**src/rtl/timer_pkg.sv**
```systemverilog
// Shared definitions for the PWM timer command sequencer: state encoding,
// timer register addresses and the default stop-count ceiling.
package timer_pkg;

  typedef enum logic [2:0] {
    S_IDLE    = 3'd0,
    S_WR_MAX  = 3'd1,
    S_WR_PWM  = 3'd2,
    S_WR_STOP = 3'd3,
    S_START   = 3'd4,
    S_WAIT_HI = 3'd5,
    S_WAIT_LO = 3'd6,
    S_DONE    = 3'd7
  } state_t;

  localparam logic [1:0] ADDR_MAX  = 2'd0;
  localparam logic [1:0] ADDR_PWM  = 2'd1;
  localparam logic [1:0] ADDR_STOP = 2'd2;

  localparam int STOP_MAX_DEF = 127;

endpackage

```
**src/rtl/timer_cfg_seq.sv**
```systemverilog
// Command sequencer for the PWM timer: accepts a profile, writes the three
// timer registers, pulses start, then waits for the end burst to finish.
// A watchdog aborts a run whose end flag never rises.
module timer_cfg_seq
  import timer_pkg::*;
#(
  parameter int DW          = 16,
  parameter int STOP_MAX    = STOP_MAX_DEF,
  parameter int TIMEOUT_CYC = 65535,
  parameter int TOW         = 16
) (
  input  logic          i_clk,
  input  logic          i_rst,
  input  logic          i_cmd_valid,
  output logic          o_cmd_ready,
  input  logic [DW-1:0] i_cmd_max,
  input  logic [DW-1:0] i_cmd_pwm,
  input  logic [DW-1:0] i_cmd_stop,
  output logic          o_we,
  output logic [1:0]    o_addr,
  output logic [DW-1:0] o_wdata,
  output logic          o_start,
  input  logic          i_timer_end,
  output logic          o_busy,
  output logic          o_done,
  output logic          o_err,
  output logic [7:0]    o_run_count
);

  localparam logic [DW-1:0]  LP_STOP_MAX = DW'(STOP_MAX);
  // The increment result is compared, so the abort decision lands on the
  // cycle before the error pulse and the pulse appears TIMEOUT_CYC cycles
  // after start.
  localparam logic [TOW-1:0] LP_WD_LAST  = TOW'(TIMEOUT_CYC - 1);

  // A profile is usable only with a non-zero period and a low phase that fits in it.
  function automatic logic cmd_ok_f(input logic [DW-1:0] mx, input logic [DW-1:0] pw);
    return (mx != '0) && (pw <= mx);
  endfunction

  // The timer's cycle counter cannot exceed STOP_MAX, so clamp rather than reject.
  function automatic logic [DW-1:0] sat_stop_f(input logic [DW-1:0] st);
    return (st > LP_STOP_MAX) ? LP_STOP_MAX : st;
  endfunction

  state_t          r_state, w_next;
  logic [DW-1:0]   r_pwm, r_stop;
  logic [TOW-1:0]  r_wd, w_wd_inc;
  logic            w_err;
  logic            r_ready, r_we, r_start, r_busy, r_done, r_err;
  logic [1:0]      r_addr;
  logic [DW-1:0]   r_wdata;
  logic [7:0]      r_run;

  // Next-state decode; w_err flags a rejected command or a watchdog abort.
  always_comb begin
    w_next   = r_state;
    w_err    = 1'b0;
    w_wd_inc = r_wd + 1'b1;
    case (r_state)
      S_IDLE: begin
        if (i_cmd_valid) begin
          if (cmd_ok_f(i_cmd_max, i_cmd_pwm)) w_next = S_WR_MAX;
          else                                w_err  = 1'b1;
        end
      end
      S_WR_MAX:  w_next = S_WR_PWM;
      S_WR_PWM:  w_next = S_WR_STOP;
      S_WR_STOP: w_next = S_START;
      S_START:   w_next = S_WAIT_HI;
      S_WAIT_HI: begin
        // End has priority over a simultaneous timeout.
        if (i_timer_end) begin
          w_next = S_WAIT_LO;
        end else if (w_wd_inc == LP_WD_LAST) begin
          w_err  = 1'b1;
          w_next = S_IDLE;
        end
      end
      S_WAIT_LO: if (!i_timer_end) w_next = S_DONE;
      S_DONE:    w_next = S_IDLE;
      default:   w_next = S_IDLE;
    endcase
  end

  // State register.
  always_ff @(posedge i_clk or posedge i_rst) begin
    if (i_rst) r_state <= S_IDLE;
    else       r_state <= w_next;
  end

  // Command latches and watchdog; max is forwarded straight from the input at accept.
  always_ff @(posedge i_clk or posedge i_rst) begin
    if (i_rst) begin
      r_pwm  <= '0;
      r_stop <= '0;
      r_wd   <= '0;
    end else begin
      if (r_state == S_IDLE && w_next == S_WR_MAX) begin
        r_pwm  <= i_cmd_pwm;
        r_stop <= sat_stop_f(i_cmd_stop);
      end
      if (r_state == S_START)        r_wd <= '0;
      else if (r_state == S_WAIT_HI) r_wd <= w_wd_inc;
    end
  end

  // Moore outputs registered from the next state so they align with the state they describe.
  always_ff @(posedge i_clk or posedge i_rst) begin
    if (i_rst) begin
      r_ready <= 1'b1;
      r_we    <= 1'b0;
      r_addr  <= 2'd0;
      r_wdata <= '0;
      r_start <= 1'b0;
      r_busy  <= 1'b0;
      r_done  <= 1'b0;
      r_err   <= 1'b0;
      r_run   <= 8'd0;
    end else begin
      r_ready <= (w_next == S_IDLE);
      r_start <= (w_next == S_START);
      r_busy  <= (w_next != S_IDLE);
      r_done  <= (w_next == S_DONE);
      r_err   <= w_err;
      r_we    <= 1'b0;
      r_addr  <= 2'd0;
      r_wdata <= '0;
      case (w_next)
        S_WR_MAX:  begin r_we <= 1'b1; r_addr <= ADDR_MAX;  r_wdata <= i_cmd_max; end
        S_WR_PWM:  begin r_we <= 1'b1; r_addr <= ADDR_PWM;  r_wdata <= r_pwm;     end
        S_WR_STOP: begin r_we <= 1'b1; r_addr <= ADDR_STOP; r_wdata <= r_stop;    end
        default:   ;
      endcase
      if (w_next == S_DONE) r_run <= r_run + 8'd1;
    end
  end

  assign o_cmd_ready = r_ready;
  assign o_we        = r_we;
  assign o_addr      = r_addr;
  assign o_wdata     = r_wdata;
  assign o_start     = r_start;
  assign o_busy      = r_busy;
  assign o_done      = r_done;
  assign o_err       = r_err;
  assign o_run_count = r_run;

endmodule

```
**config.mk**
```make
export PLATFORM = sky130hd
export DESIGN_NAME = timer_cfg_seq
export DESIGN_NICKNAME = d
export VERILOG_FILES = /design/src/rtl/timer_pkg.sv /design/src/rtl/timer_cfg_seq.sv
export SDC_FILE = /design/constraint.sdc
export NUM_CORES = 1
export LEC_CHECK = 0
export CAP_MARGIN = 20
export CORE_UTILIZATION = 50
export CTS_CLUSTER_DIAMETER = 40
export DETAILED_ROUTE_END_ITERATION = 12
export GPL_ROUTABILITY_DRIVEN = 0
export PLACE_DENSITY = 0.85
export SLEW_MARGIN = 10
export SYNTH_ARGS = -nofsm -noshare
export SYNTH_HDL_FRONTEND = slang
export SYNTH_SLANG_ARGS = --single-unit
```
**constraint.sdc**
```tcl
create_clock -name i_clk -period 7.8 [get_ports i_clk]
set_clock_uncertainty 0.15 [all_clocks]
set_input_delay 1.17 -clock i_clk [delete_from_list [all_inputs] [get_ports i_clk]]
set_output_delay 1.17 -clock i_clk [all_outputs]
set_load 0.1 [all_outputs]
```
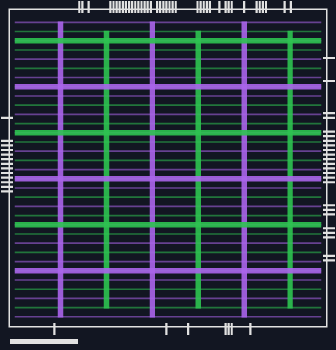
Run 1: power grid
The bar under the picture is 20 um long. Pins as bars on the die edge.
VSS: in purple. VDD: in green.
33 met1 rails follow the rows. The core has 32 rows.
Die W: 93.4 um
placeable core region: 7890 sq um
worst voltage drop across the vdd grid: 0.139 mV
Die Span Y: 93.4 um

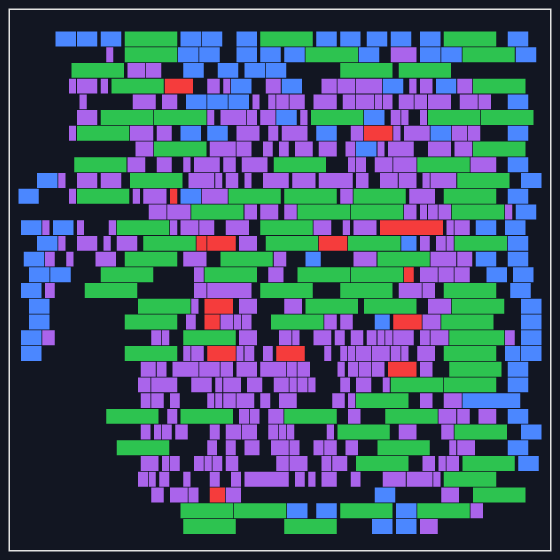
Run 1: placed cells, one colour a class
remaining logic cells: in purple, cells 291, share of their area 39%. remaining buffers and delay cells: in blue, cells 88, share of their area 17%. sequential cells: in green, cells 83, share of their area 40%. clock drivers and dummy loads: in red, cells 15, share of their area 3.5%.

==> results.txt, run 1 <==
cell-by-cell trace of the critical path - clkdlybuf4s50_1 -> inv_1 -> ha_1 -> nand4_1 -> nor4_1 -> nor3_1 -> o31a_1 -> nor3_4 -> buf_4 -> mux2_1
Post-DP HPWL - 6.74 mm
root buf cell - clkbuf_8
portion of the clock cycle consumed by the worst path in the final layout - 56.3%
global-route wire length before repair - 15.3 mm
count of TritonRoute iterations in the first routing pass - 5
num rows - 32
kind of end point of the critical path - flip-flop
number of violations reported at the end of detailed-routing iteration 0 - 193
unrepaired setup endpoints after global routing - false
cell count in the Yosys report - 392
maximum achievable frequency - 228 MHz
Max stage delay on crit path - 0.77 ns
WP data required - 7.88 ns
Sinks on Clock Net - 83
Cell variety after synth - 54
Stages on worst setup path - 10
number of H-tree levels - 3
CTS clk-pin slew, worst paths - 0.08 ns
cell family with the largest share of critical-path delay - simple AND/OR/NAND/NOR gates
Max FO, Critical Path - 28
cell with the most instances after synthesis - dfrtp_1
largest net degree at the start of global routing - 84
final setup TNS - 0 ns
capture point of the worst reg-to-reg path - r_pwm[6]
DR WL/cell - 16.1 um
number of enable flip-flop cells - 0
clock tree from TritonCTS - done
r2r setup slk - 4.87 ns
Port Buf Inserts - 83
status - finished clean
Critical Path AT - 4.47 ns
top-level port count - 84
number of endpoints failing setup at the final stage - 0
Pwr per Cell Area - 283 nW/um^2
cts repair resizes - 0
worst reg-to-reg path cell count - 5
cell type with the highest aggregate area in the netlist - dfrtp_1
final worst setup slack - 3.41 ns
count of antenna diodes in the layout - 0
total congestion overflow after global routing - 0
Post-synth top flop - dfrtp_1
number of global-route vias before repair - 3261
leading cell types by count after synthesis - dfrtp_1 (82), inv_1 (30), o21ai_0 (21)
worst min-delay path category - reg -> reg
Async SR Flop Fraction - 100%
actual slew at the worst max-slew pin - 0.996 ns
Slew HR - 33.4%
crit path launch - i_cmd_max[14]
pre-placement core utilization - 53.0%
critical path capture point - r_pwm[6]
routed wire length - 9.33 mm
post-CTS setup repair buffer count - 0
#FFs+latches synth - 83
post-detailed-route count of antenna-violating nets - 0
Crit Reg-Reg Startpoint - r_state[0]
tool warnings - 27
Yosys warnings - 0
initial antenna violation count - 0
top cells by area - dfrtp_1 (49%), ha_1 (5.7%), a22o_1 (3.8%), mux2_1 (3.8%), a21o_1 (3.1%)
post-cts hold buffer count - 0
final-report hold violation count - 0
NumNets Final - 544
Final Critical Period - 4.39 ns
Tot GR Track Use - 22.6%
Avg Vias per Cell - 5.81
cell area after technology mapping - 4180 sq um
worst slack, placed - 3.07 ns
number of buffers on the longest clock path - 2
Post-route DRC - 0
post-synthesis chip area from yosys - 4180 sq um
Cells on Worst Hold Path - 1
number of clock buffers inserted by TritonCTS - 9
Final Max Slew Viols - 0
layout cells sized above 1 - 6.29%
net count entering floorplan - 463
buffers and inverters on the worst path - 3
fraction of the yosys area taken by sequential cells - 49.7%
number of vias in the routed layout - 3366
Area growth syn-to-layout - 26.6%
sort of element at the start of the critical path - primary input
Die Footprint - 8730 sq um
slowest stage cell, crit path - nor3_4
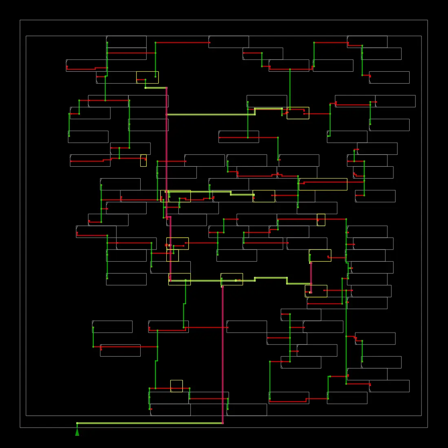
Run 1: clock routing
clock network latency to the later pin of the worst-skew pair: 0.35 ns
clock group total power: 0.295 mW

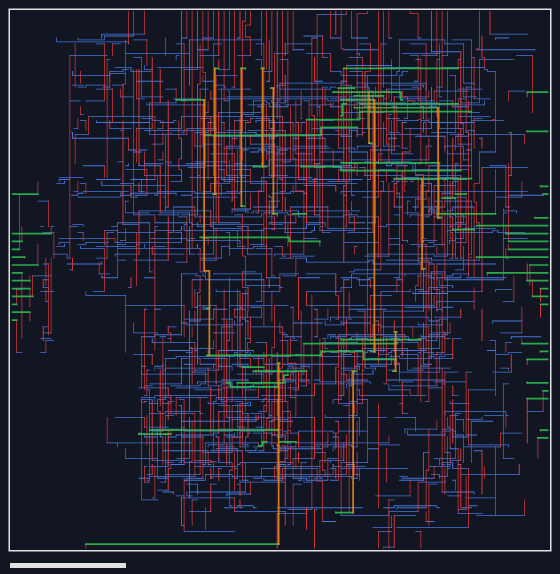
Run 1: signal wires by layer
The bar under the picture is 20 um long.
M2: in red, wire length 4650 um. M1: in blue, wire length 3850 um. M3: in green, wire length 551 um. M4: in orange, wire length 279 um.

-- run 1: final cells by class --
| type | instances | area, sq um |
|---|---|---|
| Sequential cell | 83 | 2080 |
| Clock inverter | 5 | 55.1 |
| Timing Repair Buffer | 88 | 888 |
| Fill cell | 615 | 2600 |
| Multi-Input combinational cell | 261 | 1900 |
| Clock buffer | 10 | 128 |
| Tap cell | 102 | 128 |
| Inverter | 30 | 114 |
-- run 1: cell usage in the layout, fill, tap and decap left out, types with 14 or more instances in the layout --
cell type / count
a21o_1: 17
a21oi_1: 15
a22o_1: 18
clkdlybuf4s50_1: 83
dfrtp_1: 82
ha_1: 19
inv_1: 29
mux2_1: 14
nand2_1: 20
nor2_1: 19
o21ai_0: 21
-- run 1: through the flow --
step	power (mW)	hold slack [ns]	util, %	instance area (sq um)	instances
floorplan	1.05	0.295	-	4180	392
global placement	1.19	0.311	64.4	5080	563
detailed placement	1.21	0.331	64.4	5080	563
CTS	1.50	0.343	66.7	5260	578
global route	1.57	0.365	67.1	5290	579
finish	1.50	0.341	67.1	5290	579
-- run 1: worst min path at each step --
stage / from / end / slack [ns]
final: r_wd[15] / r_wd[15] / 0.34
after detailed placement: r_pwm[13] / r_pwm[13] / 0.33
after floorplan: r_wd[15] / r_wd[15] / 0.29
after global routing: r_pwm[1] / r_pwm[1] / 0.36
after global placement: o_run_count[7] / o_run_count[7] / 0.31
after CTS: r_wd[15] / r_wd[15] / 0.34
-- run 1: layer usage --
layer  up-vias  global-route usage, %  part of all wire, %
met4         0                   8.97                  3.0
met2       126                   38.1                   50
met1      1641                   28.2                   41
li1       1571                      -                    -
met5         -                      0                    0
met3        28                   5.04                  5.9
-- run 1: state kept, by name, indices dropped and copies added, names as in the netlist --
signal / count
o_start: 1
o_done: 1
r_pwm: 16
r_state: 3
o_run_count: 8
r_stop: 16
o_err: 1
o_we: 1
o_wdata: 16
o_busy: 1
r_wd: 16
o_cmd_ready: 1
o_addr: 2
-- run 1: power breakdown --
group          switching (mW)  total, mW  leakage (nW)  internal (mW)
Clock                   0.150      0.295        0.0881          0.145
Sequential             0.0639      0.583          1.07          0.519
Combinational           0.430      0.620          1.34          0.190
-- run 1: kinds of logic after synthesis --
| family | after synthesis | share of synthesized area [%] |
|---|---|---|
| AOI/OAI and AO/OA | 97 | 16.0 |
| DFF | 83 | 49.7 |
| muxes | 24 | 6.26 |
| buffers and inverters | 48 | 4.82 |
| and+or+nand+nor | 108 | 14.8 |
| xor gates and xnor gates | 13 | 2.73 |
| adders and majority gates | 19 | 5.69 |
==> run 1 -> run 2 <==
==> constraint.sdc (replaced) <==
create_clock -name i_clk -period 4.16 [get_ports i_clk]
set_clock_uncertainty 0.15 [all_clocks]
set_input_delay 0.624 -clock i_clk [delete_from_list [all_inputs] [get_ports i_clk]]
set_output_delay 0.624 -clock i_clk [all_outputs]
set_load 0.1 [all_outputs]
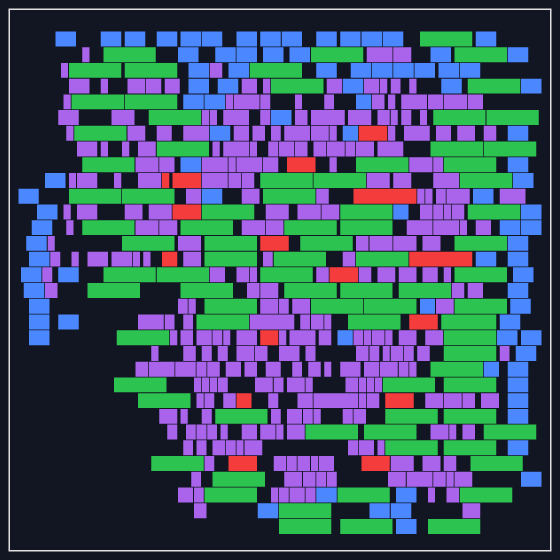
Run 2: placed cells, one colour a class
remaining logic cells: in purple, cells 291, share of their area 39%. remaining buffers and delay cells: in blue, cells 89, share of their area 17%. clock drivers and dummy loads: in red, cells 16, share of their area 4.3%. sequential cells: in green, cells 83, share of their area 40%.

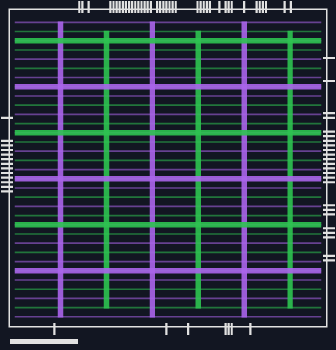
Run 2: power grid
The bar under the picture is 20 um long. Pins as bars on the die edge.
VSS: in purple. VDD: in green.
33 met1 rails follow the rows. The core has 32 rows. 84 signal pins sit on the boundary.
worst voltage drop across the vdd grid: 0.240 mV

==> run 2 against run 1 <==
Via count is 0.56% lower. Die size did not move. Flip-flop count unchanged. Global-route usage increased by 0.50 points. Final area grew 0.57%. Hold slack lost 0.0077 ns. First-iteration DRC count fell by 8.8%. Synthesized cell count is the same. Critical path type unchanged. Critical endpoint is now r_pwm[8]. Highest routed layer unchanged.
==> results.txt, run 2 <==
Placed Cells incl. Taps - 565 (+0.36%)
Sinks on Clock Net - 83 (unchanged)
cell type with the highest aggregate area in the netlist - dfrtp_1
internal power consumption - 1.69 mW (+97%)
WP data required - 4.24 ns (-3.64 ns)
fraction of the yosys area taken by sequential cells - 49.7% (unchanged)
Port Buf Inserts - 83 (unchanged)
final cell count without fillers - 581 (+0.35%)
proportion of power drawn by flip-flops and latches - 37.5% (-1.4 points)
Final Max Slew Viols - 0 (unchanged)
Avg Vias per Cell - 5.76 (-0.91%)
cts repair resizes - 0 (unchanged)
top library cells by usage in the layout, fill and taps aside - clkdlybuf4s50_1 (83), dfrtp_1 (82), inv_1 (29)
capture point of the worst reg-to-reg path - o_busy
final setup TNS - 0 ns (unchanged)
number of buffers on the longest clock path - 2 (unchanged)
number of vias in the routed layout - 3347 (-0.56%)
Post-synth top flop - dfrtp_1
hold path start - o_run_count[7]
clock tree from TritonCTS - done
number of enable flip-flop cells - 0 (unchanged)
total congestion overflow after global routing - 0 (unchanged)
largest net degree at the start of global routing - 37 (-56%)
Critical Path AT - 3.34 ns (-1.13 ns)
cell count in the Yosys report - 392 (unchanged)
tool warnings - 27 (unchanged)
share of total power in the clock network - 22.6% (+2.9 points)
post-detailed-route count of antenna-violating nets - 0 (unchanged)
portion of the clock cycle consumed by the worst path in the final layout - 78.2%
worst min-delay path category - reg -> reg
initial antenna violation count - 0 (unchanged)
DR WL/cell - 16.3 um (+1.1%)
crit path launch - i_cmd_max[11]
net count entering floorplan - 463 (unchanged)
compound-gate portion of the synthesized area - 16.0% (unchanged)
dominant combinational cell family by area after synthesis - AND-OR/OR-AND gates
routed wire length - 9.47 mm (+1.5%)
number of endpoints failing setup at the final stage - 0 (unchanged)
Die Span Y - 93.4 um (unchanged)
top-level port count - 84 (unchanged)
post-CTS setup repair buffer count - 0 (unchanged)
global-route wire length before repair - 15.6 mm (+1.9%)
Cell variety after synth - 54 (unchanged)
Die Footprint - 8730 sq um (unchanged)
r2r setup slk - 1.84 ns (-3.03 ns)
number of H-tree levels - 3 (unchanged)
Die W - 93.4 um (unchanged)
share of synthesized cell area in and, or, nand and nor gates - 14.8% (unchanged)
Crit Reg-Reg Startpoint - r_wd[0]
mux share of post-synthesis cell area - 6.26% (unchanged)
root buf cell - clkbuf_8
Tot GR Track Use - 23.1% (+0.50 points)
number of violations reported at the end of detailed-routing iteration 0 - 176 (-8.8%)
switching power as a share of total power - 42.4% (-0.54 points)
Max FO, Critical Path - 34 (+21%)
Async SR Flop Fraction - 100% (unchanged)
post-cts hold buffer count - 0 (unchanged)
end of the worst hold path - o_run_count[7]
kind of end point of the critical path - flip-flop
Pwr per Cell Area - 551 nW/um^2 (+94%)
CTS clk-pin slew, worst paths - 0.09 ns (about the same)
power spent charging and discharging nets - 1.24 mW (+93%)
number of global-route vias before repair - 3274 (+0.40%)
number of clock buffers inserted by TritonCTS - 9 (unchanged)
leading cell types by count after synthesis - dfrtp_1 (82), inv_1 (30), o21ai_0 (21)
Post-DP HPWL - 6.85 mm (+1.6%)
worst reg-to-reg path cell count - 7 (+2)
pre-placement core utilization - 53.0% (unchanged)
Post-route DRC - 0 (unchanged)
Yosys warnings - 0 (unchanged)
sum of internal, switching and leakage power - 2.93 mW (+95%)
NumNets Final - 545 (+0.18%)
Final Critical Period - 3.25 ns
Slew HR - 33.7% (+0.35 points)
dominant logic cell type in the layout - clkdlybuf4s50_1
maximum achievable frequency - 307 MHz
final-report hold violation count - 0 (unchanged)
Cells on Worst Hold Path - 1 (unchanged)
unrepaired setup endpoints after global routing - false
cell area after technology mapping - 4180 sq um (unchanged)
status - finished clean
placeable core region - 7890 sq um (unchanged)
Area growth syn-to-layout - 27.3%
sort of element at the start of the critical path - primary input
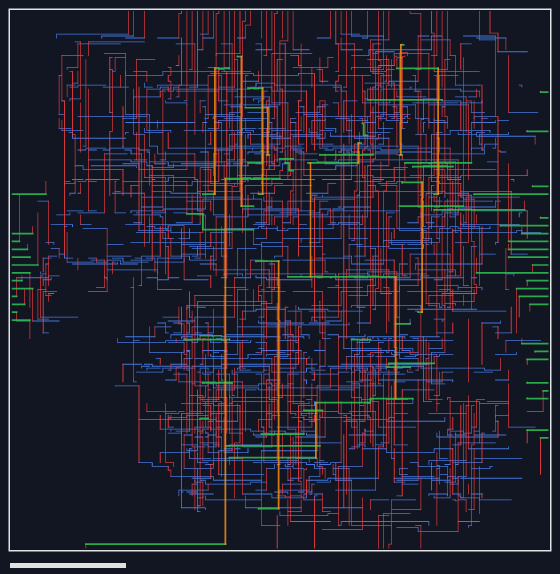
Run 2: signal wires by layer
The bar under the picture is 20 um long.
M3: in green, wire length 428 um. M4: in orange, wire length 297 um. M2: in red, wire length 4690 um. M1: in blue, wire length 4050 um.

run 2: netlist changes by cell type in the layout (fill, tap and decap cells not counted), sizes merged:
cell    delta
clkbuf     +1
inv        +1
bufinv     +1
clkinv     -2
buf        +1
run 2: routing by layer:
layer	GRT usage, %	vias to the layer above	part of all wire (%)
li1	-	1564	-
met1	28.8	1650	43
met2	37.7	106	50
met3	5.12	27	4.5
met4	11.7	0	3.1
met5	0	-	0
run 2: metrics by stage:
stage / cell area [sq um] / hold slack, ns / worst slack, ns / util [%]
5_1_grt: 5320 / 0.359 / 0.722 / 67.4
4_1_cts: 5320 / 0.340 / 0.940 / 67.4
3_5_place_dp: 5090 / 0.325 / 0.579 / 64.6
6_report: 5320 / 0.333 / 0.906 / 67.4
3_3_place_gp: 5090 / 0.313 / 0.726 / 64.6
2_1_floorplan: 4180 / 0.295 / 1.25 / -
run 2: layout make-up:
type / count / area (sq um)
tap: 102 / 128
sequential: 83 / 2080
timing repair buffer: 89 / 876
inverter: 30 / 114
multi-input combinational: 261 / 1900
fill: 604 / 2570
clock inverter: 5 / 83.8
clock buffer: 11 / 141
run 2: power groups by stage:
stage                     clock network [mW]  logic [mW]  registers [mW]
final                                  0.660        1.17            1.10
after global routing                   0.696        1.23            1.12
after CTS                              0.665        1.17            1.10
after detailed placement                   0        1.17            1.11
after global placement                     0        1.14            1.10
after floorplan                            0       0.412            1.55
run 2: worst max-delay path by stage:
stage,end,slack [ns]
5_1_grt,r_pwm[8],0.72
3_5_place_dp,r_pwm[14],0.58
6_report,r_pwm[8],0.91
2_1_floorplan,o_addr[0],1.25
3_3_place_gp,r_pwm[14],0.73
4_1_cts,r_pwm[8],0.94
run 2: kinds of logic (layout without fill, tap and decap cells):
family,after synthesis,after routing
and+or+nand+nor,108,108
AOI/OAI and AO/OA,97,97
DFF,83,83
buffers and inverters,48,135
muxes,24,24
adders and majority gates,19,19
xor gates and xnor gates,13,13
run 2: critical path, cell delays in order:
cell and delay (ns):
clkdlybuf4s50_1 0.51, inv_1 0.06, ha_1 0.31, nand4_1 0.17
nor4_1 0.42, nor3_1 0.09, o31a_1 0.16, nor3_4 0.18
buf_4 0.40, mux2_1 0.38
==> run 2 -> run 3 <==
==> constraint.sdc (replaced) <==
create_clock -name i_clk -period 3.16 [get_ports i_clk]
set_clock_uncertainty 0.15 [all_clocks]
set_input_delay 0.474 -clock i_clk [delete_from_list [all_inputs] [get_ports i_clk]]
set_output_delay 0.474 -clock i_clk [all_outputs]
set_load 0.1 [all_outputs]
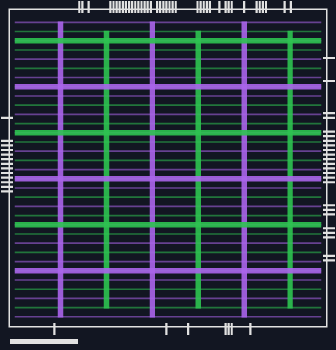
Run 3: power grid
The bar under the picture is 20 um long. Pins as bars on the die edge.
VDD: in green. VSS: in purple.
6 straps on met4. 6 straps on met5. 84 signal pins sit on the boundary. 33 met1 rails follow the rows. The core has 32 rows.

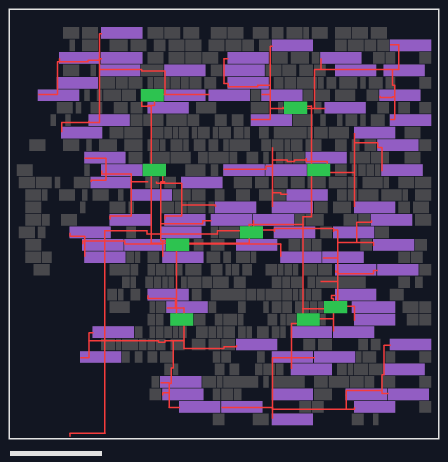
Run 3: clock distribution
The bar under the picture is 20 um long.
flip-flops: in purple, count 83. clock wires: in red, length 942 um. clock-net drivers: in green, count 9.
Position of the flops: spread over the die. There are 10 routed clock nets.
clock group total power: 0.773 mW
share of total power in the clock network: 20.7%

==> run 3 against run 2 <==
First-iteration DRC count is 8.0% higher. Flip-flop count unchanged. Clock power is 17% higher. Sequential share of layout area up 0.064 points. Final cell count up 1.5%. Critical path type unchanged. Highest routed layer unchanged.
==> results.txt, run 3 <==
Sinks on Clock Net - 83 (unchanged)
Port Buf Inserts - 83 (unchanged)
sort of element at the start of the critical path - primary input
buffers and inverters on the worst path - 3 (unchanged)
initial antenna violation count - 0 (unchanged)
Max FO, Critical Path - 9 (-74%)
Global Route met2 Usage - 39.8% (+2.0 points)
number of endpoints failing setup at the final stage - 0 (unchanged)
slowest stage cell, crit path - clkdlybuf4s50_1
DR WL/cell - 15.9 um (-2.3%)
top library cells by usage in the layout, fill and taps aside - dfrtp_1 (82), clkdlybuf4s50_1 (51), buf_4 (45)
number of violations reported at the end of detailed-routing iteration 0 - 190 (+8.0%)
status - finished clean
Area growth syn-to-layout - 27.1%
Post-DP HPWL - 7.04 mm (+2.8%)
fraction of the yosys area taken by sequential cells - 49.7% (unchanged)
Pwr per Cell Area - 703 nW/um^2 (+28%)
Async SR Flop Fraction - 100% (unchanged)
Die Footprint - 8730 sq um (unchanged)
Stages on worst setup path - 10 (unchanged)
WP data required - 3.24 ns (-1.00 ns)
met3 GRT Util - 3.50% (-1.6 points)
Post-route DRC - 0 (unchanged)
cts repair resizes - 0 (unchanged)
routed wire length - 9.39 mm (-0.81%)
number of clock buffers inserted by TritonCTS - 9 (unchanged)
post-cts hold buffer count - 0 (unchanged)
post-detailed-route count of antenna-violating nets - 0 (unchanged)
largest net degree at the start of global routing - 43 (+16%)
GR met1 Demand/Resource - 28.1% (-0.73 points)
Post-synth top flop - dfrtp_1
number of H-tree levels - 3 (unchanged)
worst voltage drop across the vdd grid - 0.342 mV (+43%)
Die Span Y - 93.4 um (unchanged)
final design area excluding fillers - 5310 sq um (-0.16%)
sum of internal, switching and leakage power - 3.74 mW (+28%)
cell-by-cell trace of the critical path - clkdlybuf4s50_1 -> inv_1 -> ha_1 -> nand4_1 -> nor4_1 -> nor3_1 -> o31a_1 -> nor3_4 -> buf_4 -> mux2_1
NumNets Final - 554 (+1.7%)
portion of the clock cycle consumed by the worst path in the final layout - 93.0%
net count entering floorplan - 463 (unchanged)
pre-placement core utilization - 53.0% (unchanged)
Max stage delay on crit path - 0.51 ns (about the same)
Tot GR Track Use - 23.0% (-0.10 points)
tool warnings - 27 (unchanged)
worst reg-to-reg path cell count - 7 (unchanged)
busiest layer in global routing - met2
cell family with the largest share of critical-path delay - simple AND/OR/NAND/NOR gates
worst min-delay path category - reg -> reg
cell count in the Yosys report - 392 (unchanged)
clock tree from TritonCTS - done
number of buffers on the longest clock path - 2 (unchanged)
number of vias in the routed layout - 3371 (+0.72%)
post-CTS setup repair buffer count - 0 (unchanged)
leading cell types by count after synthesis - dfrtp_1 (82), inv_1 (30), o21ai_0 (21)
Final Max Slew Viols - 0 (unchanged)
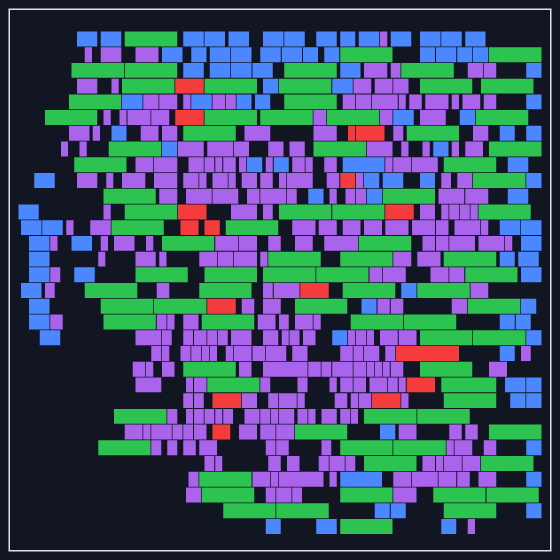
Run 3: placed cells, one colour a class
remaining logic cells: in purple, cells 291, share of their area 39%. sequential cells: in green, cells 83, share of their area 40%. clock drivers and dummy loads: in red, cells 16, share of their area 3.9%. remaining buffers and delay cells: in blue, cells 98, share of their area 17%.

## run 3: cell count changes in the layout (fill, tap and decap cells not counted), sizes merged
cell / delta
buf: +41
clkdlybuf4s50: -32
clkinv: +2
bufinv: -1
inv: -1
## run 3: cells by family after synthesis
group / share of synthesized area (%)
compound gates: 16.0
xor+xnor: 2.73
fa+ha+maj: 5.69
buf+inv: 4.82
flops: 49.7
mux: 6.26
simple gates: 14.8
## run 3: cell type report
| cell class | instances | area [sq um] | share of cell area [%] |
|---|---|---|---|
| flip-flops and latches | 83 | 2080 | 39.1 |
| repair buffers | 98 | 888 | 16.7 |
| well taps | 102 | 128 | 2.40 |
| clock inverters | 5 | 62.6 | 1.18 |
| inverters | 30 | 114 | 2.14 |
| multi-input cells | 261 | 1900 | 35.7 |
| clock buffers | 11 | 141 | 2.66 |
## run 3: final timing paths
path | from | endpoint | slack (ns)
min in group asynchronous | i_rst | o_err | 0.40
setup / recovery | i_cmd_max[14] | r_pwm[9] | 0.22
setup reg to reg | r_wd[0] | r_state[0] | 0.82
hold / removal | r_wd[15] | r_wd[15] | 0.34
max in group asynchronous | i_rst | r_pwm[0] | 1.81
hold reg to reg | r_wd[15] | r_wd[15] | 0.34
## run 3: power by group through the flow
stage	Combinational, mW	Clock (mW)	Sequential, mW
after floorplan	0.543	0	2.04
after global placement	1.48	0	1.45
after detailed placement	1.52	0	1.46
after CTS	1.52	0.788	1.44
after global routing	1.61	0.836	1.47
final	1.52	0.773	1.44
## run 3: per-layer routing
| metal | vias to the layer above | part of all wire [%] |
|---|---|---|
| met4 | 0 | 2.7 |
| met1 | 1644 | 41 |
| met5 | - | 0 |
| met3 | 22 | 4.3 |
| met2 | 112 | 52 |
| li1 | 1593 | - |
## run 3: metrics by stage
| stage | std cells | setup TNS (ns) | hold slack (ns) | setup slack (ns) |
|---|---|---|---|---|
| after global routing | 590 | 0 | 0.358 | 0.105 |
| after floorplan | 392 | 0 | 0.295 | 0.401 |
| after detailed placement | 574 | -1.35 | 0.326 | -0.0913 |
| final | 590 | 0 | 0.343 | 0.221 |
| after global placement | 574 | 0 | 0.314 | 0.0413 |
| after CTS | 590 | 0 | 0.344 | 0.270 |
No activity file was given, so power comes from the tool's default toggle rates.
